registers.png
Bar = 20 um.
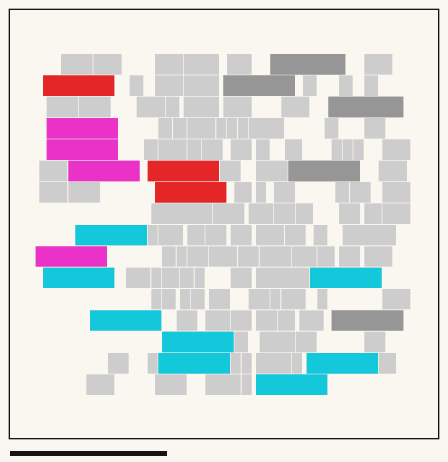
metal_stack.png
Bar = 20 um.
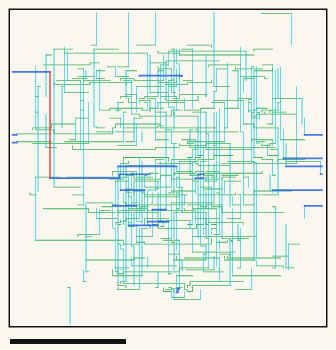
zoom.png
Bar = 5 um. Window x 17 to 37, y 28 to 48 um. Cells in gray, sequential cells in the stronger gray; small squares are vias.
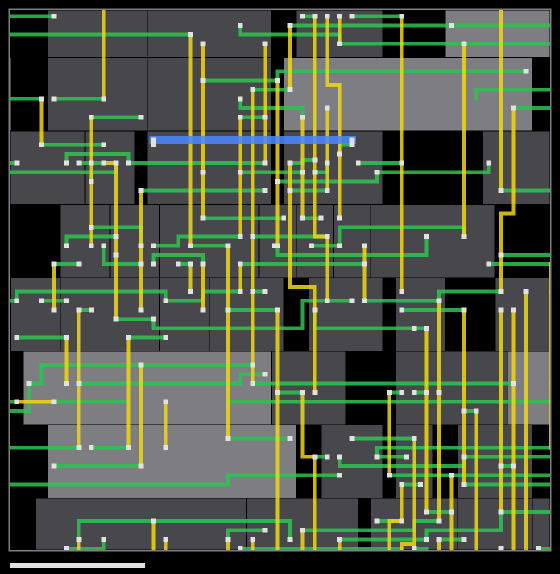
--- src/rtl/mux_scan_pkg.sv ---
// Shared types and constants for the 4:1 mux scan sequencer.
package mux_scan_pkg;
  typedef enum logic [1:0] {IDLE, SCAN, DONE} scan_state_t;

  localparam int NUM_CH = 4;
  localparam int SEL_W  = 2;
  localparam logic [SEL_W-1:0] LAST_CH = 2'd3;
endpackage

--- src/rtl/scan_hold_timer.sv ---
// Down-counter that times how long each mux select is held before sampling y.
module scan_hold_timer #(
  parameter int CNT_W       = 8,
  parameter int HOLD_CYCLES = 1
) (
  input  logic clk,
  input  logic rst_n,
  input  logic clr,
  input  logic load,
  input  logic en,
  output logic expired
);
  localparam logic [CNT_W-1:0] RELOAD = CNT_W'(HOLD_CYCLES - 1);

  logic [CNT_W-1:0] r_cnt;

  // Reload wins over decrement; counting stops at zero until the next reload.
  always_ff @(posedge clk or negedge rst_n) begin
    if (!rst_n)                     r_cnt <= '0;
    else if (clr)                   r_cnt <= '0;
    else if (load)                  r_cnt <= RELOAD;
    else if (en && r_cnt != '0)     r_cnt <= r_cnt - 1'b1;
  end

  assign expired = (r_cnt == '0);
endmodule

--- src/rtl/mux_scan_ctrl.sv ---
// Steps the 4:1 mux select through all channels, samples y per channel and
// hands the assembled 4-bit frame out on a valid/ready handshake.
module mux_scan_ctrl
  import mux_scan_pkg::*;
#(
  parameter int HOLD_CYCLES = 1,
  parameter int CNT_W       = 8
) (
  input  logic             clk,
  input  logic             rst_n,
  input  logic             start,
  input  logic             continuous,
  input  logic             abort,
  output logic [SEL_W-1:0] sel,
  input  logic             y_in,
  output logic [NUM_CH-1:0] frame_data,
  output logic             frame_valid,
  input  logic             frame_ready,
  output logic             busy
);
  scan_state_t       r_state, w_state_nxt;
  logic [SEL_W-1:0]  r_sel, w_sel_nxt;
  logic [NUM_CH-2:0] r_buf, w_buf_nxt;
  logic [NUM_CH-1:0] r_data, w_data_nxt;
  logic              r_valid, w_valid_nxt;
  logic              w_clr, w_load, w_en, w_expired;

  scan_hold_timer #(.CNT_W(CNT_W), .HOLD_CYCLES(HOLD_CYCLES)) u_timer (
    .clk     (clk),
    .rst_n   (rst_n),
    .clr     (w_clr),
    .load    (w_load),
    .en      (w_en),
    .expired (w_expired)
  );

  always_ff @(posedge clk or negedge rst_n) begin
    if (!rst_n) begin
      r_state <= IDLE;
      r_sel   <= '0;
      r_buf   <= '0;
      r_data  <= '0;
      r_valid <= 1'b0;
    end else begin
      r_state <= w_state_nxt;
      r_sel   <= w_sel_nxt;
      r_buf   <= w_buf_nxt;
      r_data  <= w_data_nxt;
      r_valid <= w_valid_nxt;
    end
  end

  always_comb begin
    w_state_nxt = r_state;
    w_sel_nxt   = r_sel;
    w_buf_nxt   = r_buf;
    w_data_nxt  = r_data;
    w_valid_nxt = r_valid;
    w_clr       = 1'b0;
    w_load      = 1'b0;
    w_en        = 1'b0;
    // abort drops everything in flight but leaves the last delivered frame visible
    if (abort) begin
      w_state_nxt = IDLE;
      w_sel_nxt   = '0;
      w_buf_nxt   = '0;
      w_valid_nxt = 1'b0;
      w_clr       = 1'b1;
    end else begin
      unique case (r_state)
        IDLE: if (start) begin
          w_state_nxt = SCAN;
          w_sel_nxt   = '0;
          w_load      = 1'b1;
        end
        SCAN: if (!w_expired) begin
          w_en = 1'b1;
        end else if (r_sel != LAST_CH) begin
          for (int i = 0; i < NUM_CH - 1; i++)
            if (r_sel == SEL_W'(i)) w_buf_nxt[i] = y_in;
          w_sel_nxt = r_sel + 1'b1;
          w_load    = 1'b1;
        end else begin
          // last channel goes straight into the frame so the load is atomic
          w_data_nxt  = {y_in, r_buf};
          w_valid_nxt = 1'b1;
          w_state_nxt = DONE;
        end
        DONE: if (frame_ready) begin
          w_valid_nxt = 1'b0;
          w_sel_nxt   = '0;
          if (continuous) begin
            w_state_nxt = SCAN;
            w_load      = 1'b1;
          end else begin
            w_state_nxt = IDLE;
          end
        end
        default: w_state_nxt = IDLE;
      endcase
    end
  end

  assign sel         = r_sel;
  assign frame_data  = r_data;
  assign frame_valid = r_valid;
  assign busy        = (r_state != IDLE);
endmodule

--- config.mk ---
export PLATFORM = sky130hd
export DESIGN_NAME = mux_scan_ctrl
export DESIGN_NICKNAME = d
export VERILOG_FILES = /design/src/rtl/mux_scan_pkg.sv /design/src/rtl/scan_hold_timer.sv /design/src/rtl/mux_scan_ctrl.sv
export SDC_FILE = /design/constraint.sdc
export NUM_CORES = 1
export LEC_CHECK = 0
export CORE_MARGIN = 3
export CORE_UTILIZATION = 48
export DETAILED_ROUTE_END_ITERATION = 16
export PLACE_DENSITY = 0.74
export SLEW_MARGIN = 20
export SYNTH_ARGS = -nofsm -noshare
export SYNTH_HDL_FRONTEND = slang
export SYNTH_SLANG_ARGS = --single-unit
--- constraint.sdc ---
create_clock -name clk -period 1.8 [get_ports clk]
set_input_delay 0.45 -clock clk [delete_from_list [all_inputs] [get_ports clk]]
set_output_delay 0.45 -clock clk [all_outputs]
set_load 0.01 [all_outputs]
==> flow_metrics.env <==
# yosys + openroad results
export IMPL_met1_length_um=1170
export IMPL_die_h_um=54.5
export IMPL_final_hold_viol_count=0
export IMPL_arrival_ns=1.30
export IMPL_max_stage_delay_ns=0.57
export IMPL_logic_family="simple AND/OR/NAND/NOR gates"
export IMPL_tightest_slew_ns=0.394
export IMPL_drive_gt1_frac=0.287
export IMPL_fp_util=0.543
export IMPL_cts_resized=2
export IMPL_area_leaders="dfrtp_1 (44%), ha_1 (6.6%), a21oi_1 (4.0%)"
export IMPL_cp_end_kind="output pin"
export IMPL_gp_congestion=0.854
export IMPL_netlist_area_um2=1130
export IMPL_cts_sinks=20
export IMPL_leakage_uw=0.000635
export IMPL_crit_fanout=5
export IMPL_fin_tns_setup_ns=0
export IMPL_aoi_share=0.166
export IMPL_pre_cts_slack_ns=-0.189
export IMPL_use_met2=0.323
export IMPL_dr_max_layer_used="met4"
export IMPL_outcome="finished clean"
export IMPL_grt_max_degree=21
export IMPL_avgSynthCellArea_um2=10.5
export IMPL_startpoint_type="register"
export IMPL_cts_max_level=1
export IMPL_cts_tree="yes"
export IMPL_crit_buf_inv=1
export IMPL_synth_warnings=0
export IMPL_ctsHoldBuffers=0
export IMPL_clockBufferDepth=2
export IMPL_cpMaxStageDelayCell="clkdlybuf4s50_1"
export IMPL_syn_to_final_growth_pct=27.2
export IMPL_synthMuxAreaShare=0.0399
export IMPL_overflow=0
export IMPL_numCtsBuffers=3
export IMPL_simple_gate_share=0.235
export IMPL_placedCellCount=159
export IMPL_synth_edff_count=0
About registers.png:
red -> r_buf  # placed flops 3
cyan -> u_timer.r_cnt  # placed flops 8
magenta -> frame_data  # placed flops 4
not colored = 5
Seq power: 467 uW
Storage cell area: 503 um2
proportion of cell area occupied by registers: 0.350
final core occ: 0.691

About metal_stack.png:
green -> met1  # wire length 1170 um
red -> met4  # wire length 18.4 um
blue -> met3  # wire length 93.6 um
cyan -> met2  # wire length 1230 um

About zoom.png:
blue -> met3
green -> met1
yellow -> met2
netlist names of flops here include = r_buf (2), sel (1)
sequential cells in the window = 3
most frequent = ha_1 (4), buf_4 (4)
cells with their middle in the window = 36

[path summary, 6_finish.rpt]
check                                 start                to  slack [ns]  depth (start not counted)
hold / removal                        rst_n     frame_data[0]        0.48                          2
max in group asynchronous             rst_n            sel[0]        1.10                          2
min in group clk                   r_buf[1]     frame_data[1]        0.52                          1
setup / recovery                     sel[1]            sel[1]        0.05                          1
hold reg to reg                    r_buf[1]     frame_data[1]        0.52                          1
setup reg to reg           u_timer.r_cnt[0]  u_timer.r_cnt[1]        0.06                          6
[cell usage in the layout (no fill, tap or decap), types with 4 or more instances in the layout]
cell / n
dfrtp_1: 18
ha_1: 6
inv_1: 6
nor2_1: 10
buf_4: 14
mux2_2: 4
nand3_1: 5
clkdlybuf4s50_1: 13
nand2_1: 4
a21oi_1: 8
[flip-flops by register name (all words and copies together) (netlist names)]
signal and cells:
frame_valid 1, r_buf 3, u_timer.r_cnt 8, frame_data 4, sel 2, r_state 2
[power breakdown]
| part | internal, uW | total, uW | leakage [uW] | switching [uW] |
|---|---|---|---|---|
| clock | 77.8 | 203 | 0.0000138 | 125 |
| combinational | 76.2 | 153 | 0.000348 | 76.5 |
| sequential | 459 | 467 | 0.000274 | 8.06 |
[layout make-up]
cell class | instances | area (um2)
Tap cell | 27 | 33.8
Sequential cell | 20 | 503
Multi-Input combinational cell | 79 | 611
Inverter | 6 | 22.5
Timing Repair Buffer | 28 | 245
Fill cell | 164 | 644
Clock buffer | 3 | 22.5
[cell usage after synthesis, types with 2 or more instances]
cell type,number
dfrtp_1,20
a21oi_1,9
nand3_1,5
nor3_1,3
o21ai_0,2
nor2b_1,3
nor2_1,10
nand4_1,3
mux2_2,4
inv_1,6
nand2_1,4
a211oi_1,3
or3_1,2
ha_1,6
a21bo_2,3
Power and IR drop assume default switching activity.
